Fig. 1: signal wires on met3
Scale: 1 px per um.
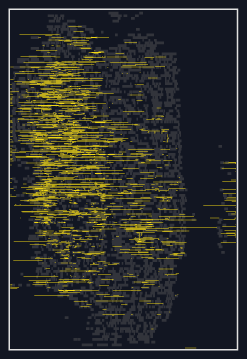
Fig. 2: the clock network
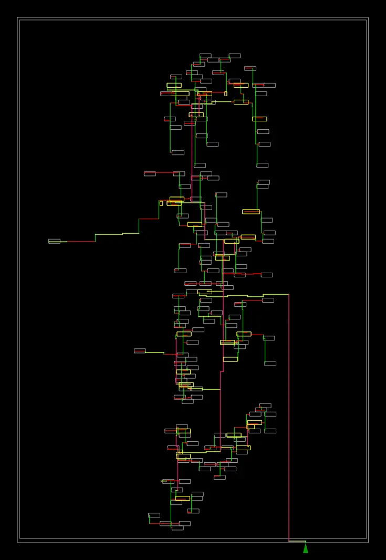
Fig. 3: placement by cell class
Scale: 1.5 px per um.
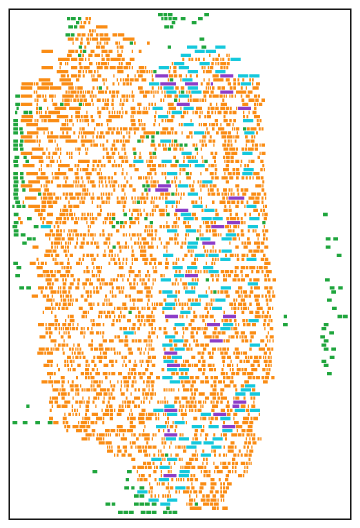
Fig. 4: wiring heat map
Scale: 1 px per um. The die is cut into 23 by 34 equal tiles; dark purple is low, yellow is high, scaled to the fullest tile. Values are wire area over tile area, all layers added.
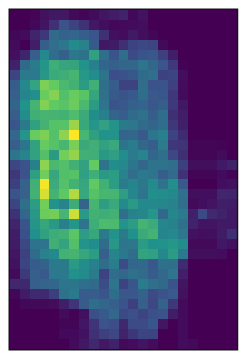
<file path="config.mk">
export PLATFORM = sky130hd
export DESIGN_NAME = alu_exec_unit_rv32i_flat
export DESIGN_NICKNAME = d
export VERILOG_FILES = /design/src/rtl/alu_exec_unit_rv32i_pkg.sv /design/src/rtl/alu_exec_unit_rv32i_if.sv /design/src/rtl/alu_exec_unit_rv32i_muldiv.sv /design/src/rtl/alu_exec_unit_rv32i.sv /design/src/flat_wrapper.sv
export SDC_FILE = /design/constraint.sdc
export NUM_CORES = 1
export LEC_CHECK = 0
export CORE_ASPECT_RATIO = 1.5
export CORE_UTILIZATION = 30
export CTS_CLUSTER_DIAMETER = 80
export CTS_CLUSTER_SIZE = 8
export DETAILED_ROUTE_END_ITERATION = 10
export GPL_ROUTABILITY_DRIVEN = 0
export PLACE_DENSITY_LB_ADDON = 0.3
export SYNTH_ARGS = -nofsm -noshare
export SYNTH_HDL_FRONTEND = slang
export SYNTH_SLANG_ARGS = --single-unit
</file>
<file path="constraint.sdc">
create_clock -name clk -period 13 [get_ports clk]
set_input_delay 3.25 -clock clk [delete_from_list [all_inputs] [get_ports clk]]
set_output_delay 3.25 -clock clk [all_outputs]
set_load 0.1 [all_outputs]
</file>
<file path="src/rtl/alu_exec_unit_rv32i_pkg.sv">
// ---------------------------------------------------------------------------
// alu_pkg
// Shared definitions for the RV32I execution unit and its decoder:
//   XLEN_DEFAULT : default operand/result width
//   alu_op_t     : 4-bit ALU operation code produced by the decoder
//   md_state_t   : state encoding of the iterative mul/div sequencer
// ---------------------------------------------------------------------------
package alu_pkg;

   localparam int XLEN_DEFAULT = 32;

   typedef enum logic [3:0] {
      OP_ADD   = 4'd0,
      OP_SUB   = 4'd1,
      OP_XOR   = 4'd2,
      OP_OR    = 4'd3,
      OP_AND   = 4'd4,
      OP_SLL   = 4'd5,
      OP_SRL   = 4'd6,
      OP_SRA   = 4'd7,
      OP_SLT   = 4'd8,
      OP_SLTU  = 4'd9,
      OP_RSVD  = 4'd10,
      OP_PASSB = 4'd11,
      OP_ABS   = 4'd12,
      OP_MUL   = 4'd13,
      OP_DIV   = 4'd14,
      OP_MOD   = 4'd15
   } alu_op_t;

   typedef enum logic [1:0] {
      IDLE = 2'd0,
      MUL  = 2'd1,
      DIV  = 2'd2,
      FIX  = 2'd3
   } md_state_t;

endpackage

</file>
<file path="src/rtl/alu_exec_unit_rv32i_if.sv">
// ---------------------------------------------------------------------------
// alu_exec_unit_rv32i_if
// Operand/result bus of the EX-stage ALU.
//   master : upstream operand mux + downstream EX/MEM register (drives ops,
//            operands and out_ready; observes ready/valid/result/busy)
//   slave  : the execution unit
// ---------------------------------------------------------------------------
interface alu_exec_unit_rv32i_if
   import alu_pkg::*;
   #(parameter int XLEN = XLEN_DEFAULT) ();

   logic            in_valid;
   logic            in_ready;
   alu_op_t         ALU_op;
   logic [XLEN-1:0] a;
   logic [XLEN-1:0] b;
   logic            out_valid;
   logic            out_ready;
   logic [XLEN-1:0] result;
   logic            busy;

   modport master (
      output in_valid, ALU_op, a, b, out_ready,
      input  in_ready, out_valid, result, busy
   );

   modport slave (
      input  in_valid, ALU_op, a, b, out_ready,
      output in_ready, out_valid, result, busy
   );

endinterface

</file>
<file path="src/rtl/alu_exec_unit_rv32i_muldiv.sv">
// ---------------------------------------------------------------------------
// muldiv_iter_rv32i
// Iterative signed multiply (shift-add) and signed divide/remainder
// (restoring division on magnitudes, then a sign-fix cycle).
//   clk, rst     : clock, synchronous active-high reset
//   start_mul_i  : begin a multiply with a_i * b_i (only honoured when idle)
//   start_div_i  : begin a divide/remainder of a_i by b_i
//   is_mod_i     : with start_div_i, selects remainder instead of quotient
//   idle_o       : sequencer is idle and can start a new op
//   done_o       : one-cycle pulse, result_o is valid this cycle
//   result_o     : final product/quotient/remainder
// ---------------------------------------------------------------------------
module muldiv_iter_rv32i
   import alu_pkg::*;
   #(parameter int XLEN = XLEN_DEFAULT)
   (
      input  logic            clk,
      input  logic            rst,
      input  logic            start_mul_i,
      input  logic            start_div_i,
      input  logic            is_mod_i,
      input  logic [XLEN-1:0] a_i,
      input  logic [XLEN-1:0] b_i,
      output logic            idle_o,
      output logic            done_o,
      output logic [XLEN-1:0] result_o
   );

   localparam int CW = $clog2(XLEN);
   localparam logic [CW-1:0] LAST = CW'(XLEN - 1);

   // acc: product (MUL) or partial remainder (DIV)
   // op1: shifting multiplicand (MUL) or dividend/quotient shift reg (DIV)
   // op2: shifting multiplier (MUL) or divisor magnitude (DIV)
   md_state_t       state_q, state_d;
   logic [CW-1:0]   cnt_q, cnt_d;
   logic [XLEN-1:0] acc_q, acc_d;
   logic [XLEN-1:0] op1_q, op1_d;
   logic [XLEN-1:0] op2_q, op2_d;
   logic            quo_neg_q, quo_neg_d;
   logic            rem_neg_q, rem_neg_d;
   logic            mod_q, mod_d;

   logic [XLEN-1:0] mul_sum;
   logic [XLEN:0]   div_shift;
   logic [XLEN:0]   div_diff;
   logic [XLEN-1:0] a_mag;
   logic [XLEN-1:0] b_mag;

   assign idle_o = (state_q == IDLE);

   // Sequencer: one shift-add or one restoring step per cycle.  A negative
   // div_diff (top bit set) means the trial subtraction failed, so the
   // remainder is restored and a 0 quotient bit shifts in.
   always_comb begin
      state_d   = state_q;
      cnt_d     = cnt_q;
      acc_d     = acc_q;
      op1_d     = op1_q;
      op2_d     = op2_q;
      quo_neg_d = quo_neg_q;
      rem_neg_d = rem_neg_q;
      mod_d     = mod_q;
      done_o    = 1'b0;
      result_o  = '0;

      mul_sum   = acc_q + (op2_q[0] ? op1_q : '0);
      div_shift = {acc_q, op1_q[XLEN-1]};
      div_diff  = div_shift - {1'b0, op2_q};
      a_mag     = a_i[XLEN-1] ? (XLEN'(0) - a_i) : a_i;
      b_mag     = b_i[XLEN-1] ? (XLEN'(0) - b_i) : b_i;

      case (state_q)
         IDLE: begin
            if (start_mul_i) begin
               state_d   = MUL;
               cnt_d     = '0;
               acc_d     = '0;
               op1_d     = a_i;
               op2_d     = b_i;
               quo_neg_d = 1'b0;
               rem_neg_d = 1'b0;
               mod_d     = 1'b0;
            end else if (start_div_i) begin
               state_d   = DIV;
               cnt_d     = '0;
               acc_d     = '0;
               op1_d     = a_mag;
               op2_d     = b_mag;
               quo_neg_d = a_i[XLEN-1] ^ b_i[XLEN-1];
               rem_neg_d = a_i[XLEN-1];
               mod_d     = is_mod_i;
            end
         end
         MUL: begin
            acc_d = mul_sum;
            op1_d = op1_q << 1;
            op2_d = op2_q >> 1;
            cnt_d = cnt_q + CW'(1);
            if (cnt_q == LAST) begin
               done_o   = 1'b1;
               result_o = mul_sum;
               state_d  = IDLE;
               cnt_d    = '0;
            end
         end
         DIV: begin
            acc_d = div_diff[XLEN] ? div_shift[XLEN-1:0] : div_diff[XLEN-1:0];
            op1_d = {op1_q[XLEN-2:0], ~div_diff[XLEN]};
            cnt_d = cnt_q + CW'(1);
            if (cnt_q == LAST) begin
               state_d = FIX;
               cnt_d   = '0;
            end
         end
         FIX: begin
            done_o = 1'b1;
            if (mod_q) begin
               result_o = rem_neg_q ? (XLEN'(0) - acc_q) : acc_q;
            end else begin
               result_o = quo_neg_q ? (XLEN'(0) - op1_q) : op1_q;
            end
            state_d = IDLE;
         end
         default: state_d = IDLE;
      endcase
   end

   // Sequencer registers; reset aborts any op in flight.
   always_ff @(posedge clk) begin
      if (rst) begin
         state_q   <= IDLE;
         cnt_q     <= '0;
         acc_q     <= '0;
         op1_q     <= '0;
         op2_q     <= '0;
         quo_neg_q <= 1'b0;
         rem_neg_q <= 1'b0;
         mod_q     <= 1'b0;
      end else begin
         state_q   <= state_d;
         cnt_q     <= cnt_d;
         acc_q     <= acc_d;
         op1_q     <= op1_d;
         op2_q     <= op2_d;
         quo_neg_q <= quo_neg_d;
         rem_neg_q <= rem_neg_d;
         mod_q     <= mod_d;
      end
   end

endmodule

</file>
<file path="src/rtl/alu_exec_unit_rv32i.sv">
// ---------------------------------------------------------------------------
// alu_exec_unit_rv32i
// EX-stage integer unit: single-cycle RV32I ALU ops plus iterative signed
// mul/div/mod, with a valid/ready handshake and a registered result.
//   clk, rst : clock, synchronous active-high reset
//   bus      : slave side of alu_exec_unit_rv32i_if
//              in_valid/in_ready/ALU_op/a/b     : operation input
//              out_valid/out_ready/result       : registered result output
//              busy                             : iterative op in progress
// ---------------------------------------------------------------------------
module alu_exec_unit_rv32i
   import alu_pkg::*;
   #(parameter int XLEN = XLEN_DEFAULT)
   (
      input  logic                  clk,
      input  logic                  rst,
      alu_exec_unit_rv32i_if.slave  bus
   );

   localparam int SHW = $clog2(XLEN);
   localparam logic [XLEN-1:0] INT_MIN = {1'b1, {(XLEN-1){1'b0}}};

   logic [SHW-1:0]  shamt;
   logic [XLEN-1:0] alu_res;
   logic            div_short;
   logic            op_is_div;
   logic            single_cycle;
   logic            accept;
   logic            start_mul;
   logic            start_div;
   logic            md_idle;
   logic            md_done;
   logic [XLEN-1:0] md_result;

   logic            out_valid_q, out_valid_d;
   logic [XLEN-1:0] result_q, result_d;

   assign shamt = bus.b[SHW-1:0];

   // Single-cycle ALU.  Divide-by-zero and INT_MIN/-1 are resolved here so
   // they never enter the iterative divider.
   always_comb begin
      alu_res   = '0;
      div_short = 1'b0;
      case (bus.ALU_op)
         OP_ADD:   alu_res = bus.a + bus.b;
         OP_SUB:   alu_res = bus.a - bus.b;
         OP_XOR:   alu_res = bus.a ^ bus.b;
         OP_OR:    alu_res = bus.a | bus.b;
         OP_AND:   alu_res = bus.a & bus.b;
         OP_SLL:   alu_res = bus.a << shamt;
         OP_SRL:   alu_res = bus.a >> shamt;
         OP_SRA:   alu_res = $signed(bus.a) >>> shamt;
         OP_SLT:   alu_res = {{(XLEN-1){1'b0}}, $signed(bus.a) < $signed(bus.b)};
         OP_SLTU:  alu_res = {{(XLEN-1){1'b0}}, bus.a < bus.b};
         OP_PASSB: alu_res = bus.b;
         OP_ABS:   alu_res = bus.a[XLEN-1] ? (XLEN'(0) - bus.a) : bus.a;
         OP_DIV, OP_MOD: begin
            if (bus.b == '0) begin
               div_short = 1'b1;
               alu_res   = (bus.ALU_op == OP_DIV) ? '1 : bus.a;
            end else if ((bus.a == INT_MIN) && (bus.b == '1)) begin
               div_short = 1'b1;
               alu_res   = (bus.ALU_op == OP_DIV) ? INT_MIN : '0;
            end
         end
         default:  alu_res = '0;
      endcase
   end

   assign op_is_div    = (bus.ALU_op == OP_DIV) || (bus.ALU_op == OP_MOD);
   assign single_cycle = (bus.ALU_op != OP_MUL) && !(op_is_div && !div_short);
   assign bus.in_ready = md_idle && (!out_valid_q || bus.out_ready);
   assign accept       = bus.in_valid && bus.in_ready;
   assign start_mul    = accept && (bus.ALU_op == OP_MUL);
   assign start_div    = accept && op_is_div && !div_short;

   muldiv_iter_rv32i #(.XLEN(XLEN)) u_muldiv (
      .clk         (clk),
      .rst         (rst),
      .start_mul_i (start_mul),
      .start_div_i (start_div),
      .is_mod_i    (bus.ALU_op == OP_MOD),
      .a_i         (bus.a),
      .b_i         (bus.b),
      .idle_o      (md_idle),
      .done_o      (md_done),
      .result_o    (md_result)
   );

   // Output slot: holds until consumed; a new result may load in the same
   // cycle the old one is taken.
   always_comb begin
      result_d    = result_q;
      out_valid_d = out_valid_q && !bus.out_ready;
      if (accept && single_cycle) begin
         result_d    = alu_res;
         out_valid_d = 1'b1;
      end else if (md_done) begin
         result_d    = md_result;
         out_valid_d = 1'b1;
      end
   end

   // Result register.
   always_ff @(posedge clk) begin
      if (rst) begin
         out_valid_q <= 1'b0;
         result_q    <= '0;
      end else begin
         out_valid_q <= out_valid_d;
         result_q    <= result_d;
      end
   end

   assign bus.out_valid = out_valid_q;
   assign bus.result    = result_q;
   assign bus.busy      = !md_idle;

endmodule

</file>
<file path="src/flat_wrapper.sv">
// flat-port wrapper written by rule: the top's interface ports become plain ports
module alu_exec_unit_rv32i_flat import alu_pkg::*;
#(parameter int XLEN = XLEN_DEFAULT)
  (clk, rst, bus_in_valid, bus_ALU_op, bus_a, bus_b, bus_out_ready, bus_in_ready, bus_out_valid, bus_result, bus_busy);
  alu_exec_unit_rv32i_if #(.XLEN(XLEN)) bus_i ();
  input  logic clk;
  input  logic rst;
  input wire logic [$bits(bus_i.in_valid)-1:0] bus_in_valid;
  input wire logic [$bits(bus_i.ALU_op)-1:0] bus_ALU_op;
  input wire logic [$bits(bus_i.a)-1:0] bus_a;
  input wire logic [$bits(bus_i.b)-1:0] bus_b;
  input wire logic [$bits(bus_i.out_ready)-1:0] bus_out_ready;
  output wire logic [$bits(bus_i.in_ready)-1:0] bus_in_ready;
  output wire logic [$bits(bus_i.out_valid)-1:0] bus_out_valid;
  output wire logic [$bits(bus_i.result)-1:0] bus_result;
  output wire logic [$bits(bus_i.busy)-1:0] bus_busy;
  assign bus_i.in_valid = bus_in_valid;
  assign bus_i.ALU_op = bus_ALU_op;
  assign bus_i.a = bus_a;
  assign bus_i.b = bus_b;
  assign bus_i.out_ready = bus_out_ready;
  assign bus_in_ready = bus_i.in_ready;
  assign bus_out_valid = bus_i.out_valid;
  assign bus_result = bus_i.result;
  assign bus_busy = bus_i.busy;
  alu_exec_unit_rv32i #(.XLEN(XLEN)) u_core (.clk(clk), .rst(rst), .bus(bus_i));
endmodule
</file>
==> results.toml <==
# generated from flow reports
[floorplanning]
core_area_um2 = 74950
die_width_um = 226.6
die_area_um2 = 76820
dieHeight_um = 339.0
std_cell_rows = 123

[cells_and_area]
fin_nets = 3483
final_common_cell = "nand2_1"
areaGrowthSynthToFinish_pct = 11.79
fin_util = 0.3387
fin_cells = 4227
drive_gt1_frac = 0.07105

[worst_setup_path]
worst_r2r_endpoint = "u_core.u_muldiv.acc_q[29]$_SDFFE_PP0P_"
rr_startpoint = "u_core.u_muldiv.op2_q[0]$_SDFFE_PP0P_"
endpoint = "u_core.bus.result[24]$_SDFFE_PP0P_"
arrival_ps = 8970
r2r_cells = 15
setup.worst_path.start = "bus_a[0]"
r2r_slack_ps = 7860

[pwr]
p_per_area_nw_per_um2 = 128.3
pwr-share-clk = 0.184
power_switching_mw = 1.730
finalPower_mw = 3.258
ir_drop_mv = 0.1545
combPwrFrac = 0.623
total_leakage_power_nw = 9.935
sw_frac_of_total = 0.5309
p_int_mw = 1.528

[sta]
setup_tns_ps = 0
final-hold-violation-count = 0
final-max-slew-violation-count = 0
setup_viol = 0
worstMarginPinSlew_ps = 1415
period_needed_ps = 8629
rsz0062_at_grt = "no"
slew-limit-headroom = 0.04797
whs_ps = 451.7
max_freq_ghz = 0.1159
setup_ws_ps = 4371

[place]
place_area_um2 = 24650
numPortBuffers = 106
post-place-cells = 4191
place_ws_ps = 4613
hpwlAfterDp_mm = 89.39

[logic_synthesis]
ys_area_um2 = 22710
yosys_warnings = 0
netlist_top_cells_count = "nand2_1, nor2_1, a21oi_1"
ys_seq_frac = 0.1225
synth_cell_types = 88
edf_count = 0
yosys_cells = 3255
syn_area_um2 = 22710
ys_dominant_reg_cell = "dfxtp_1"
synth.most_common_cell = "nand2_1"
yosysTopAreaCell = "dfxtp_1"
async_reset_ff_frac = 0
ys_ff = 139

[grt]
grt_first_pass_wirelength_mm = 171.1
antenna_found_initial = 9
grt_pass1_vias = 25080
grt_max_degree = 76

[route]
m1WireLength_mm = 41.61
highest_layer = "met5"
antenna_left = 0

[worst_hold_path]
hold-path-endpoint = "u_core.u_muldiv.mod_q$_SDFFE_PP0P_"
min_path_type = "flip-flop to flip-flop"
holdPathStages = 2

[cts]
clk_latency_ps = 500
root_buffer = "clkbuf_16"
h-tree-depth = 4
cts_hold_buf = 0
cts_resized = 0
cts.clk_slew.worst_paths_ps = 60
cts_setup_buffers = 0

[run]
maxCapViolCount = 0
warnings = 112

[outcome]
status = "finished, final reports clean"
## Picture notes: Fig. 1
The layer carries 11,300 um of wire. 592 nets have wire on it.
via count: 26,960
final wirelength: 118.8 mm
global routing met3 resource utilization: 0.07030

## Picture notes: Fig. 2
TritonCTS buffer count: 25
Clock group: 0.601 mW
Sink Count: 139

## Picture notes: Fig. 3
Key: green = other buffers and delay cells [cells 187, share of their area 6.8%]; purple = clock drivers and dummy loads [cells 31, share of their area 3.0%]; cyan = flops [cells 139, share of their area 12%]; orange = all other logic [cells 2,866, share of their area 79%]

## Picture notes: Fig. 4
The emptiest ninth of the die: north-east. The densest ninth of the die: west. 23% of the tiles are nearly empty. The fullest tile reaches 1.0. The mean over all tiles is 0.28.
Tot GR Track Use: 0.3028
DR WL/cell: 28.11 um

==> worst max-delay path, stage by stage <==
cell and delay [ps]:
clkdlybuf4s50_1 790, inv_1 250, ha_1 270, fa_1 410, o21ba_2 240, nor4_1 1070, o311ai_0 510, a21oi_1 620
a31oi_1 240, o41ai_1 510, a21oi_1 190, a211o_1 320, a21boi_0 180, o22ai_1 100
==> cell type report <==
class,count,area [um2]
Antenna cell,4,10.01
Clock buffer,27,643.1
Clock inverter,4,70.07
Fill cell,8034,49560
Inverter,154,578.1
Multi-Input combinational cell,2712,18410
Sequential cell,139,2784
Tap cell,1000,1251
Timing Repair Buffer,187,1642
==> power groups by stage <==
stage               Combinational [mW]  Sequential, mW  Clock [mW]
global route                      2.16           0.633       0.621
detailed placement                1.97           0.630           0
global placement                  1.97           0.632           0
floorplan                         1.29           0.671           0
finish                            2.03           0.628       0.601
CTS                               1.98           0.621       0.607
==> state kept, by name (all words and copies together) (netlist names) <==
name                       cells
u_core.bus.out_valid           1
u_core.bus.result             32
u_core.u_muldiv.acc_q         32
u_core.u_muldiv.cnt_q          5
u_core.u_muldiv.mod_q          1
u_core.u_muldiv.op1_q         32
u_core.u_muldiv.op2_q         32
u_core.u_muldiv.quo_neg_q      1
u_core.u_muldiv.rem_neg_q      1
u_core.u_muldiv.state_q        2
==> logic make-up after synthesis <==
group / Yosys count / share of synthesized area
xor gates and xnor gates: 190 / 0.07328
and+or+nand+nor: 1078 / 0.2190
DFF: 139 / 0.1225
muxes: 132 / 0.08815
buffers and inverters: 404 / 0.06920
AOI/OAI and AO/OA: 1120 / 0.3207
adders and majority gates: 192 / 0.1071
==> layer usage <==
layer  global-route usage  up-vias
met5                    0        -
met4               0.2501        8
met3              0.07030      581
met2               0.4876     1797
met1               0.3361    12670
li1                     -    11910
No activity file was given, so power comes from the tool's default toggle rates.
